**Run 1: cell density map**

The bar under the picture is 20 um long. The die is cut into 7 by 7 equal tiles; dark blue is low, red is high, 0 to 100% covered.
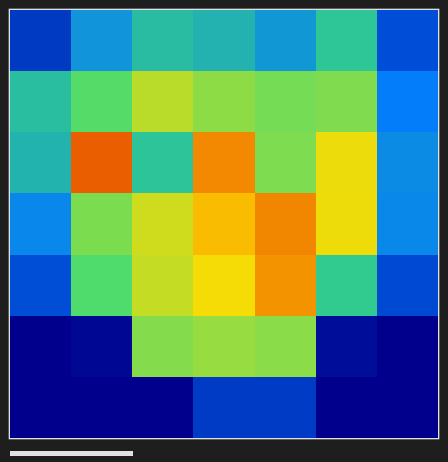
**Run 1: routing congestion map**

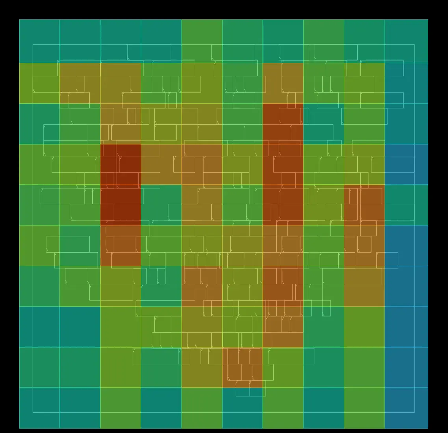
**Run 1: wiring heat map**

The bar under the picture is 20 um long. The die is cut into 14 by 14 equal tiles; dark blue is low, red is high, scaled to the fullest tile. Values are wire area over tile area, all layers added.
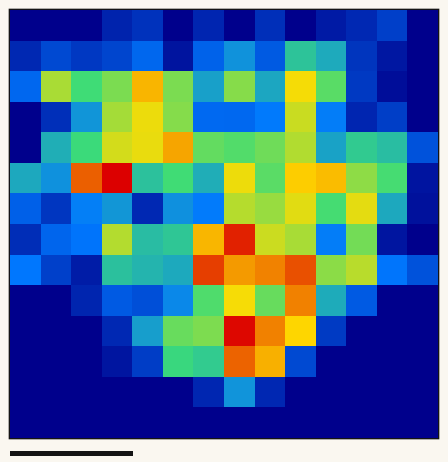
==> config.mk <==
export PLATFORM = sky130hd
export DESIGN_NAME = uart_char_rx
export DESIGN_NICKNAME = d
export VERILOG_FILES = /design/src/rtl/uart_char_rx.sv
export SDC_FILE = /design/constraint.sdc
export NUM_CORES = 1
export LEC_CHECK = 0
export CELL_PAD_IN_SITES_DETAIL_PLACEMENT = 0
export CELL_PAD_IN_SITES_GLOBAL_PLACEMENT = 2
export CORE_MARGIN = 2
export CORE_UTILIZATION = 33
export CTS_BUF_LIST = sky130_fd_sc_hd__clkbuf_8
export CTS_CLUSTER_DIAMETER = 120
export DETAILED_ROUTE_END_ITERATION = 8
export PLACE_DENSITY = 0.81
export SKIP_LAST_GASP = 1
export SLEW_MARGIN = 20
export SYNTH_ARGS = -nofsm -noshare
export SYNTH_HDL_FRONTEND = slang
export SYNTH_SLANG_ARGS = --single-unit
==> constraint.sdc <==
create_clock -name clk -period 1.4 [get_ports clk]
set_input_delay 0.42 -clock clk [delete_from_list [all_inputs] [get_ports clk]]
set_output_delay 0.42 -clock clk [all_outputs]
set_load 0.1 [all_outputs]
==> results.txt, run 1 <==
On the backend side, the flow ran end to end.

The run finished, with violations left. The number of sinks driven by the clock tree stands at 30. The final reports fail on setup timing. The netlist area before placement stands at 1410 sq um. Setup slack on the worst reg-to-reg path comes out at -0.01 ns.

The critical path's largest stage delay stands at 0.35 ns. Derived from the worst setup path, the maximum achievable clock frequency is 0.708 GHz. The overall power stands at 1690 uW. The mean instance size in the synthesized netlist stands at 9.49 sq um.

The clock-pin transition on the worst setup and hold timing paths stands at 0.06 ns. The maximum vdd drop stands at 430 uV. Row generation in the floorplan step produced 23 rows. In this run switching power makes up 22.7% of total power.

The share of synthesized area in the top cell type comes to 42.5%. Summed over all nets, the switching power comes to 384 uW. Dividing the detail-routed via count by the number of cells gives 5.08. According to the Yosys statistics, the synthesized design has a chip area of 1410 sq um. The instance tally after logic synthesis stands at 149.

The post-placement setup slack stands at -0.169 ns. The final timing report gives a worst setup slack of -0.0124 ns. Per the synthesis report, the dominant area consumer among library cells is dfxtp_1.

Warnings raised by the tools during the run amount to 28. The maximum count of clock buffers along a single path stands at 2. The most used flip-flop cell after synthesis is dfxtp_1. The cell sitting at the root of the clock tree is a clkbuf_8.

The synthesized design contains 30 register bits. The unique cell type count in the Yosys netlist stands at 37. From left edge to right edge, the die measures 69.5 um. Along the worst path, the maximum fanout reaches 8.

The worst setup path is captured at a flip-flop. The depth of the worst register-to-register path stands at 6. The time the final worst path needs with I/O delays and setup stands at 1.41 ns.

The last timing report of the flow puts the setup violation total at 2. The final-report max-slew violation count stands at 0. The level count of the clock H-tree stands at 2.
About 'cell density map':
The densest ninth of the die: center. 10% of the tiles are over 75% full. 16% of the tiles are nearly empty. The mean over all tiles is 41%.
final design utilization: 49.7%
floorplan utilization: 34.8%
core box area: 4060 sq um

About 'routing congestion map':
All-Layer GR Usage: 13.5%
GR peak layer: met2
global-route met2 utilization: 20.3%
met3 usage: 3.78%
fraction of met1 tracks used by global routing: 17.7%

About 'wiring heat map':
The mean over all tiles is 0.099. 28% of the tiles are nearly empty. The densest ninth of the die: center.
via count: 1,158
final routed wire length divided by cell count: 13.5 um
Routed Wire Length: 3070 um

==> run 1: critical path, delay by kind of cell (launching register included) <==
| family | cells | cell delay (ns) |
|---|---|---|
| buf+inv | 1 | 0.19 |
| mux | 1 | 0.22 |
| simple gates | 3 | 0.41 |
| fa+ha+maj | 1 | 0.15 |
| flops | 1 | 0.35 |
==> run 1: final cells by class <==
type | instances | area [sq um]
Multi-Input combinational cell | 107 | 853
Inverter | 1 | 3.75
Timing Repair Buffer | 32 | 399
Fill cell | 364 | 2040
Sequential cell | 30 | 608
Clock buffer | 6 | 82.6
Clock inverter | 2 | 8.76
Tap cell | 50 | 62.6
==> run 1: routing by layer <==
| layer | share of wire [%] | global-route usage [%] | vias up |
|---|---|---|---|
| li1 | - | - | 587 |
| met1 | 50 | 17.7 | 546 |
| met2 | 45 | 20.3 | 18 |
| met3 | 3.1 | 3.78 | 7 |
| met4 | 1.8 | 6.54 | 0 |
| met5 | 0 | 0 | - |
==> run 1: power by group through the flow <==
stage	Sequential [uW]	Clock (uW)	Combinational [uW]
3_5_place_dp	889	0	106
6_report	870	708	112
2_1_floorplan	892	0	61.8
3_3_place_gp	888	0	103
5_1_grt	870	773	124
4_1_cts	870	729	106
==> run 1: cells by family (layout without fill, tap and decap cells) <==
group,Yosys count,count (layout),share of synthesized area (%)
simple gates,67,67,27.6
compound gates,18,18,9.47
mux,19,19,13.5
flops,30,30,42.5
fa+ha+maj,3,3,2.66
buf+inv,12,41,4.34
==> run 1: repair_timing <==
| item | 4_1_cts | 5_1_grt |
|---|---|---|
| gates resized | 8 | 9 |
| buffers inserted | 0 | 1 |
| pin swaps | 4 | 5 |
| hold endpoints to repair | 0 | 0 |
| endpoints found under the setup margin | 9 | 21 |
==> run 1: layout by cell type (no fill, tap or decap), drive strengths merged, types with 2 or more instances in the layout <==
cell,synthesis,routed
or2,2,2
a21oi,5,5
dfxtp,30,30
a211oi,2,2
nor3b,2,2
clkbuf,4,6
nand4,2,2
nor2,24,24
inv,1,2
nand2b,7,7
nor4,4,4
nand2,9,9
mux2i,19,19
clkdlybuf4s50,0,2
nor3,6,6
nand3,4,4
buf,7,30
ha,3,3
nor4b,2,2
o21ai,2,2
==> run 1: through the flow <==
| step | cells | setup TNS, ns | util [%] | hold slack, ns |
|---|---|---|---|---|
| floorplan | 149 | 0 | - | 0.389 |
| global placement | 219 | -0.662 | 44.9 | 0.391 |
| detailed placement | 219 | -0.943 | 44.9 | 0.404 |
| CTS | 227 | -0.282 | 48.5 | 0.419 |
| global route | 228 | -0.677 | 49.7 | 0.428 |
| finish | 228 | -0.0137 | 49.7 | 0.413 |
**Run 1: sizing map**

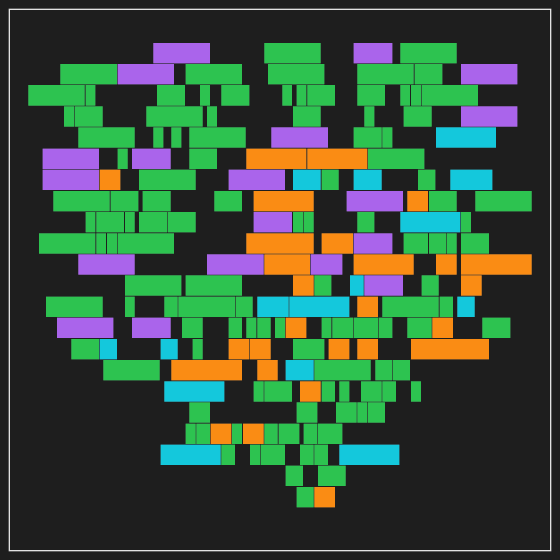

==> run 1 -> run 2 <==
- clock period: 1.4 -> 1.1 ns (I/O delays scaled with it)
**Run 2: sizing map**

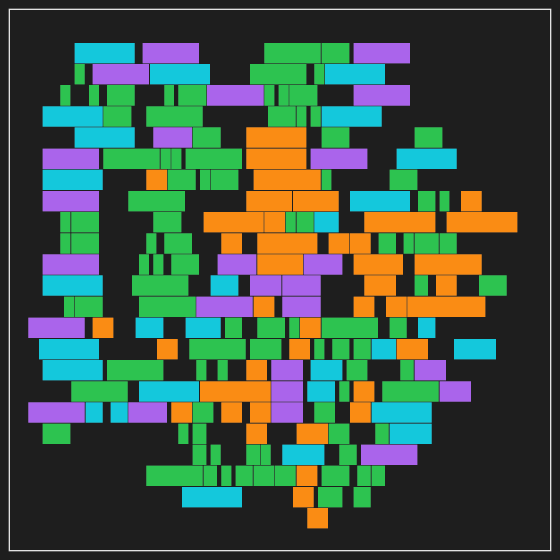
Key: x2 = cyan [cells 28, share 15%]; x1 and smaller = green [cells 96, share 51%]; x6 and larger = purple [cells 25, share 13%]; x3 and x4 = orange [cells 41, share 22%]
final cell area excluding filler cells: 2250 sq um
Final Worst Setup Slack: -0.308 ns
signed area change from the synthesized netlist to the final layout: 58.9%
total of plain and repair buffers excluding clock buffers: 45

==> results.txt, run 2 <==
On the backend side, the flow ran end to end.

The power report attributes to the clock group a share of 40.5%. Of all cell types, the one taking the most synthesized area is dfxtp_1. The unique cell type count in the Yosys netlist came to 37 (unchanged).

During I/O placement, the number of pins put on the boundary was 13. The netlist area before placement was 1410 sq um (unchanged). The run finished, with violations left. The share of layout cells above drive strength 1 stands at 49.5%.

The analysis attributes to cell leakage a power of 0.000947 uW. The top cell type in the final layout, fill and taps aside, is buf_4. The accumulated negative setup slack stands at -5.69 ns (-5.68 ns).

The top fanout value on the critical path came to 8 (unchanged). The depth of the worst register-to-register path is 6 (unchanged). The top cell type's share of synthesized area was 42.5% (unchanged). The highest attainable clock frequency stands at 0.710 GHz (+0.29%).

The least setup slack across all paths after layout came to -0.308 ns (-0.296 ns). The total detailed-routing wirelength came to 3070 um (about the same). The placeable core region stands at 4060 sq um (unchanged). The detailed-route via count stands at 1,178 (+1.7%).

The switching portion of total power stands at 22.2% (-0.45 points). The first-pass GRT wire length stands at 5400 um. The time the final worst path needs with I/O delays and setup stands at 1.41 ns (-0.00411 ns). The mean instance size in the synthesized netlist stands at 9.49 sq um (unchanged).

The clock-pin transition on the worst setup and hold timing paths came to 0.06 ns (about the same). The number of fillers in the final layout stands at 349 (-4.1%). The count of standard-cell rows stands at 23 (unchanged). The register bit total from synthesis is 30 (unchanged). The flop-to-flop setup slack stands at -0.31 ns (-0.30 ns). Sequential cells burn 51.6% of the power. Among all flip-flop cells after synthesis, the most frequent one is dfxtp_1.

The number of sinks driven by the clock tree was 30 (unchanged). The number of warning messages in the logs stands at 29 (+3.6%). The number of cells after detailed placement was 229 (+4.6%). The number of design-rule violations left by the first detailed-router iteration stands at 45. The yosys-reported design area after synthesis was 1410 sq um (unchanged). The number of non-filler instances in the completed layout came to 240 (+5.3%).

The final-report max-slew violation count stands at 0 (unchanged). The worst setup path is launched from a flip-flop. The instance tally after logic synthesis is 149 (unchanged). The maximum count of clock buffers along a single path stands at 2 (unchanged). Per the CTS log, the root buffer master is clkbuf_8. The number of failing setup endpoints in the final timing report stands at 37 (+35).

The checks that failed: setup timing. The via-per-instance ratio was 4.91 (-3.4%). The setup path with the least slack is of type reg -> reg.

The mean routed wirelength per cell stands at 12.8 um (-4.9%). The number of inserted diodes stands at 0. The depth of the worst hold-timing path stands at 1. The level count of the clock H-tree stands at 2 (unchanged). The overall power was 2140 uW (+27%). Sequential elements use 42.5% of the synthesized area. The maximum vdd drop came to 627 uV (+46%). The top cell types in the final layout, fill and taps aside, are 24 x buf_4, 23 x nor2_1, 19 x mux2i_1, 15 x dfxtp_2, 14 x dfxtp_1. The aggregate global-route resource usage was 13.8% (+0.26 points). The initial standard-cell utilization of the core is 34.8% (unchanged). The floorplan die width is 69.5 um (unchanged).
==> run 2: cell counts after synthesis <==
Identical to the previous run, type by type.
==> run 2: cell families (layout without fill, tap and decap cells) <==
group           count (synthesis)  in the layout  synth area share [%]
simple gates                   67             67                  27.6
mux                            19             19                  13.5
compound gates                 18             18                  9.47
buf+inv                        12             53                  4.34
fa+ha+maj                       3              3                  2.66
flops                          30             30                  42.5
==> run 2: timing repair <==
item	4_1_cts	5_1_grt
endpoints found under the hold margin	0	0
setup buffers	2	3
endpoints found under the setup margin	37	40
pin swaps	8	13
gates resized	14	14
==> run 2: power by group through the flow <==
stage | clock, uW | sequential [uW] | combinational, uW
2_1_floorplan | 0 | 1130 | 78.7
3_3_place_gp | 0 | 1130 | 136
3_5_place_dp | 0 | 1130 | 136
4_1_cts | 894 | 1110 | 151
5_1_grt | 936 | 1110 | 184
6_report | 868 | 1110 | 169
==> run 2: final cells by class <==
| type | instances | area, sq um | share of cell area, % |
|---|---|---|---|
| timing repair buffer | 45 | 528 | 23.5 |
| sequential | 30 | 623 | 27.7 |
| clock inverter | 1 | 3.75 | 0.167 |
| tap | 50 | 62.6 | 2.78 |
| clock buffer | 6 | 82.6 | 3.67 |
| multi-input combinational | 107 | 943 | 42.0 |
| inverter | 1 | 3.75 | 0.167 |
==> run 2: layer usage <==
metal,global-route usage [%],wire length [um],vias up
met5,0,0,-
met4,5.88,51,0
met3,2.91,94,5
met2,20.5,1440,16
met1,19.2,1490,547
li1,-,-,610
==> run 2: critical path: stages (launching register included) <==
cell,delay (ns)
dfxtp_2,0.35
ha_4,0.14
nand4bb_1,0.12
buf_6,0.19
nor4b_4,0.24
mux2i_1,0.21
nor2_1,0.05
==> run 2: per-stage QoR <==
step / hold WS [ns] / utilization (%) / area [sq um] / worst slack [ns]
global route: 0.443 / 55.4 / 2250 / -0.376
CTS: 0.416 / 53.0 / 2150 / -0.310
finish: 0.414 / 55.4 / 2250 / -0.308
global placement: 0.396 / 49.1 / 1990 / -0.316
detailed placement: 0.399 / 49.1 / 1990 / -0.331
floorplan: 0.389 / - / 1530 / -0.256
Power figures rest on the tool's default switching activity, not on a simulated workload.
